### Congestion heat map

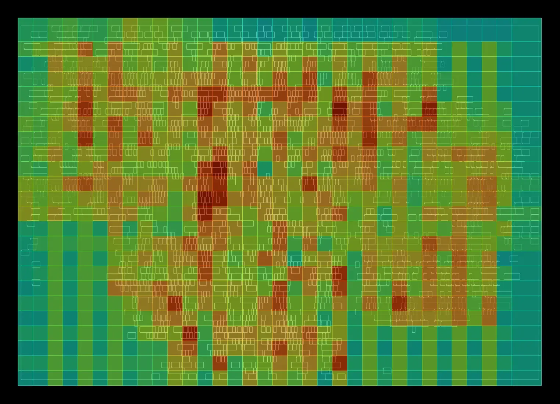
### Gate-type map

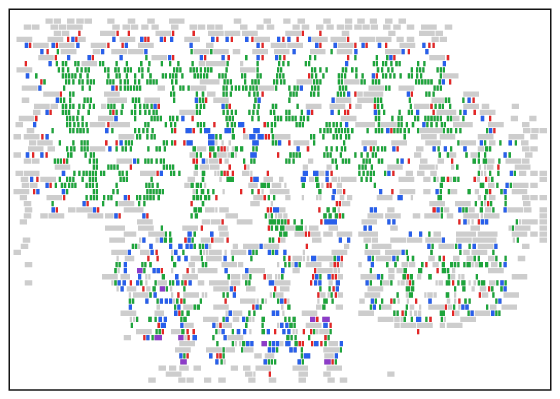
===== config.mk =====
export PLATFORM = sky130hd
export DESIGN_NAME = touch_grid_capture
export DESIGN_NICKNAME = d
export VERILOG_FILES = /design/src/rtl/touch_grid_capture.sv
export SDC_FILE = /design/constraint.sdc
export NUM_CORES = 1
export LEC_CHECK = 0
export ABC_AREA = 1
export CAP_MARGIN = 20
export CORE_ASPECT_RATIO = 0.7
export CORE_UTILIZATION = 30
export DETAILED_ROUTE_END_ITERATION = 10
export PLACE_DENSITY = 0.53
export SYNTH_ARGS = -nofsm -noshare
export SYNTH_HDL_FRONTEND = slang
export SYNTH_SLANG_ARGS = --single-unit

===== constraint.sdc =====
create_clock -name iCLK -period 4.3 [get_ports iCLK]
set_input_delay 0.86 -clock iCLK [delete_from_list [all_inputs] [get_ports iCLK]]
set_output_delay 0.86 -clock iCLK [all_outputs]
set_load 0.02 [all_outputs]

===== src/rtl/touch_grid_capture.sv =====
// touch_grid_capture
//   Turns the raw touch-panel coordinate stream (x/y plus a one-cycle
//   new-coordinate strobe) into a GRID_ROWS x GRID_COLS binary bitmap.
//   Samples are averaged in groups of 2^AVG_LOG2. Each group average is
//   mapped to a cell and plotted, either as a single cell or as a plus-shaped
//   brush. A stroke ends after TIMEOUT idle cycles, which is flagged with a
//   one-cycle oDONE pulse.
//
// Ports
//   iCLK        system clock
//   iRST        synchronous active-high reset
//   iX_COORD    raw x coordinate, valid while iNEW_COORD=1
//   iY_COORD    raw y coordinate, valid while iNEW_COORD=1
//   iNEW_COORD  one-cycle sample strobe
//   iCLEAR      synchronous grid and state clear
//   iBRUSH      0 = single cell, 1 = plus (centre and 4 neighbours)
//   oGRID       bitmap; row r = [r*GRID_COLS +: GRID_COLS], column c = bit c
//   oDONE       one-cycle end-of-stroke pulse
//   oBUSY       high while a stroke is in progress (ACTIVE or PLOT)
//   oPLOT_CNT   points plotted since the last clear, saturating
//   oLAST_COL   column of the last in-range plotted point
//   oLAST_ROW   row of the last in-range plotted point
module touch_grid_capture #(
    parameter int unsigned COORD_W    = 12,
    parameter int unsigned GRID_COLS  = 8,
    parameter int unsigned GRID_ROWS  = 12,
    parameter int unsigned X_OFFSET   = 256,
    parameter int unsigned X_SHIFT    = 8,
    parameter int unsigned Y_OFFSET   = 256,
    parameter int unsigned Y_SHIFT    = 8,
    parameter int unsigned AVG_LOG2   = 2,
    parameter int unsigned TIMEOUT    = 12500000,
    parameter int unsigned AUTO_CLEAR = 1
) (
    input  logic                           iCLK,
    input  logic                           iRST,
    input  logic [COORD_W-1:0]             iX_COORD,
    input  logic [COORD_W-1:0]             iY_COORD,
    input  logic                           iNEW_COORD,
    input  logic                           iCLEAR,
    input  logic                           iBRUSH,
    output logic [GRID_ROWS*GRID_COLS-1:0] oGRID,
    output logic                           oDONE,
    output logic                           oBUSY,
    output logic [15:0]                    oPLOT_CNT,
    output logic [7:0]                     oLAST_COL,
    output logic [7:0]                     oLAST_ROW
);

    localparam int unsigned SUM_W   = COORD_W + AVG_LOG2;
    localparam int unsigned CNT_W   = AVG_LOG2 + 1;
    localparam int unsigned TIMER_W = $clog2(TIMEOUT + 1);
    localparam int unsigned CELLS   = GRID_ROWS * GRID_COLS;

    localparam logic [CNT_W-1:0]   GROUP      = CNT_W'(1 << AVG_LOG2);
    localparam logic [TIMER_W-1:0] TIMER_LAST = TIMER_W'(TIMEOUT - 1);

    typedef enum logic [2:0] {
        IDLE,
        ACTIVE,
        PLOT,
        DONE,
        HOLD
    } state_t;

    state_t state;
    state_t state_next;

    logic [SUM_W-1:0]   sum_x;
    logic [SUM_W-1:0]   sum_y;
    logic [CNT_W-1:0]   count;
    logic [TIMER_W-1:0] timer;
    logic [CELLS-1:0]   grid;
    logic [15:0]        plot_cnt;
    logic [7:0]         last_col;
    logic [7:0]         last_row;

    // FSM strobes to the datapath
    logic accept;      // add sample to the running group
    logic seed;        // sample during PLOT starts the next group
    logic do_plot;     // write the finished group into the grid
    logic discard;     // stroke timed out, drop the partial group
    logic auto_clr;    // first sample of a new stroke wipes the bitmap
    logic timer_inc;

    logic group_full;

    // Group average and cell mapping, all widened to 32 bits so that the
    // offset subtraction and range tests never wrap in a narrow type.
    logic [31:0] avg_x;
    logic [31:0] avg_y;
    logic [31:0] col;
    logic [31:0] row;
    logic        x_ok;
    logic        y_ok;
    logic        in_range;
    logic [CELLS-1:0] mask;

    // ------------------------------------------------------------------
    // Mapping and brush mask
    // ------------------------------------------------------------------
    assign group_full = (count + 1'b1) == GROUP;

    assign avg_x = 32'(COORD_W'(sum_x >> AVG_LOG2));
    assign avg_y = 32'(COORD_W'(sum_y >> AVG_LOG2));
    assign col   = (avg_x - X_OFFSET) >> X_SHIFT;
    assign row   = (avg_y - Y_OFFSET) >> Y_SHIFT;
    assign x_ok  = (avg_x >= X_OFFSET) && (col < GRID_COLS);
    assign y_ok  = (avg_y >= Y_OFFSET) && (row < GRID_ROWS);
    assign in_range = x_ok && y_ok;

    // Scanning only real cells clips brush neighbours that fall off the
    // grid without any explicit underflow or overflow checks.
    always_comb begin
        mask = '0;
        for (int unsigned r = 0; r < GRID_ROWS; r++) begin
            for (int unsigned c = 0; c < GRID_COLS; c++) begin
                mask[r*GRID_COLS + c] =
                    ((r == row) && (c == col)) ||
                    (iBRUSH && (((r == row) && ((c + 1 == col) || (c == col + 1))) ||
                                ((c == col) && ((r + 1 == row) || (r == row + 1)))));
            end
        end
    end

    // ------------------------------------------------------------------
    // FSM
    // ------------------------------------------------------------------
    always_ff @(posedge iCLK) begin
        if (iRST || iCLEAR) begin
            state <= IDLE;
        end else begin
            state <= state_next;
        end
    end

    always_comb begin
        state_next = state;
        accept     = 1'b0;
        seed       = 1'b0;
        do_plot    = 1'b0;
        discard    = 1'b0;
        auto_clr   = 1'b0;
        timer_inc  = 1'b0;

        case (state)
            IDLE: begin
                if (iNEW_COORD) begin
                    accept     = 1'b1;
                    state_next = group_full ? PLOT : ACTIVE;
                end
            end
            ACTIVE: begin
                if (iNEW_COORD) begin
                    accept     = 1'b1;
                    state_next = group_full ? PLOT : ACTIVE;
                end else if (timer == TIMER_LAST) begin
                    discard    = 1'b1;
                    state_next = DONE;
                end else begin
                    timer_inc  = 1'b1;
                end
            end
            PLOT: begin
                do_plot = 1'b1;
                if (iNEW_COORD) begin
                    seed = 1'b1;
                    // A seeded group of one is already complete.
                    state_next = (GROUP == CNT_W'(1)) ? PLOT : ACTIVE;
                end else begin
                    state_next = ACTIVE;
                end
            end
            DONE: begin
                state_next = HOLD;
            end
            HOLD: begin
                if (iNEW_COORD) begin
                    accept     = 1'b1;
                    auto_clr   = (AUTO_CLEAR != 0);
                    state_next = group_full ? PLOT : ACTIVE;
                end
            end
            default: begin
                state_next = IDLE;
            end
        endcase
    end

    // ------------------------------------------------------------------
    // Datapath
    // ------------------------------------------------------------------
    always_ff @(posedge iCLK) begin
        if (iRST || iCLEAR) begin
            grid     <= '0;
            sum_x    <= '0;
            sum_y    <= '0;
            count    <= '0;
            timer    <= '0;
            plot_cnt <= '0;
            last_col <= '0;
            last_row <= '0;
        end else begin
            if (do_plot && in_range) begin
                grid     <= grid | mask;
                last_col <= col[7:0];
                last_row <= row[7:0];
                if (plot_cnt != 16'hFFFF) begin
                    plot_cnt <= plot_cnt + 16'd1;
                end
            end

            if (auto_clr) begin
                grid     <= '0;
                plot_cnt <= '0;
                last_col <= '0;
                last_row <= '0;
            end

            if (accept) begin
                sum_x <= sum_x + SUM_W'(iX_COORD);
                sum_y <= sum_y + SUM_W'(iY_COORD);
                count <= count + 1'b1;
            end else if (seed) begin
                sum_x <= SUM_W'(iX_COORD);
                sum_y <= SUM_W'(iY_COORD);
                count <= CNT_W'(1);
            end else if (do_plot || discard) begin
                sum_x <= '0;
                sum_y <= '0;
                count <= '0;
            end

            if (accept || seed || discard) begin
                timer <= '0;
            end else if (timer_inc) begin
                timer <= timer + 1'b1;
            end
        end
    end

    assign oGRID     = grid;
    assign oDONE     = (state == DONE);
    assign oBUSY     = (state == ACTIVE) || (state == PLOT);
    assign oPLOT_CNT = plot_cnt;
    assign oLAST_COL = last_col;
    assign oLAST_ROW = last_row;

endmodule


==> results_dict.tcl <==
# collected from the flow reports
set metrics [dict create \
    status "finished clean" \
    hold_viol 0 \
    sh_seq_area_pct 24.6 \
    boundaryPins 159 \
    comb_power_share_pct 11.3 \
    diodes 0 \
    critical_path.max_stage_delay_ns 0.45 \
    overflow 0 \
    p_clk_share_pct 43.4 \
    grt_pass1_wl_mm 60.8 \
    place_inst 2647 \
    crit_path_start_kind "register" \
    r2r-start "sum_x[10]" \
    powerComb_mw 0.420 \
    power.leakage_nw 6.14 \
    comb_area_um2 7140 \
    nonClkBufAreaFrac_pct 12.4 \
    hold_buffers 0 \
    arrival_ns 4.23 \
    routed_wl_mm 38.1 \
    ys_sh_mux_pct 0 \
    fp_nets 2117 \
    antenna_found_initial 0 \
    netSwitchingFraction_pct 29.0 \
    cts_buffers 17 \
    cts_setup_buffers 0 \
    tns_ns 0 \
    power.group.top "registers" \
    warning_count 42 \
    yosys_area_um2 12000 \
    clock_area_share_pct 4.09 \
    tap_cells 527 \
    total_power_mw 3.72 \
    ir_drop_mv 0.276 \
    post-route-min-period_ns 3.83 \
    relSlewSlack_pct 43.5 \
    die_x_um 241 \
    place.gp.congestion 0.875 \
    syn2layout_area_growth_pct 22.0 \
    compound_area_share_pct 12.5 \
    synth.distinct_cells 43 \
    hold_end "oGRID[92]" \
    synth-seq-cells 180 \
    dieArea_um2 40900 \
    r2r_cells 21 \
    path_common_cell "nand2_1" \
    htree_levels 4 \
    ant_nets 0 \
    syn_area_per_cell_um2 5.91 \
    hold_path_depth 2 \
    clockRootBuffer "clkbuf_16" \
    timing.hold.ws_ns 0.449 \
    crit_path_max_fanout 12 \
    hpwl_mm 26.8 \
    endpoint_kind "register" \
    drcViolationCount 0 \
    top_layer "met4" \
    inverters 223 \
    seq_power_share_pct 45.3 \
    synth.area.top_cells "dfxtp_1 30%, nand2_1 29%, a21oi_1 7.8%" \
    path_buffers 4 \
    comb_cells 1533 \
    rsz0062_at_grt "false" \
    logic_family "simple AND/OR/NAND/NOR gates" \
    endpoint "oGRID[64]" \
    place_ws_ns 0.438 \
    path_depth 21 \
    cp-startpoint "sum_x[10]" \
    design_area_um2 14700 \
    p_switching_mw 1.08 \
    ys_cells 2035 \
    setup_ws_ns 0.467 \
]
About 'Congestion heat map':
met2 Track Usage GR: 27.2%
Final Util: 37.6%
grt met1 use: 28.3%
Total GRT Usage: 18.8%
met3 Usage GRT: 3.37%

About 'Gate-type map':
[blue] inverting AOI/OAI gates | cells: 268 | where: spread over the die
[purple] AND-OR and OR-AND gates | cells: 9
[red] inverters | cells: 223 | where: spread over the die
[green] NAND gates | cells: 1,009
Comb/total area: 48.7%
Post-Layout Cell Count: 2,680
most numerous logic cell after layout: nand2_1

[flip-flops by register name (all words and copies together) (netlist names)]
| register | count |
|---|---|
| timer | 24 |
| sum_x | 14 |
| oGRID | 96 |
| oLAST_ROW | 5 |
| oPLOT_CNT | 16 |
| state | 3 |
| oLAST_COL | 5 |
| count | 3 |
| sum_y | 14 |
[cell usage after synthesis (all sizes together)]
library cell,instances
inv,222
and2,1
o22ai,3
o21ai,63
a21oi,188
nor4,8
nand4,13
xor2,19
or2,3
clkbuf,53
dfxtp,180
a31oi,3
o21a,2
a211oi,4
a21o,3
a22o,2
clkinv,1
fa,2
a32oi,1
o31ai,3
nor3,21
nand3b,3
nor3b,4
nor2,124
xnor2,14
nand2,926
nand3,67
a32o,2
o21bai,3
ha,51
buf,46
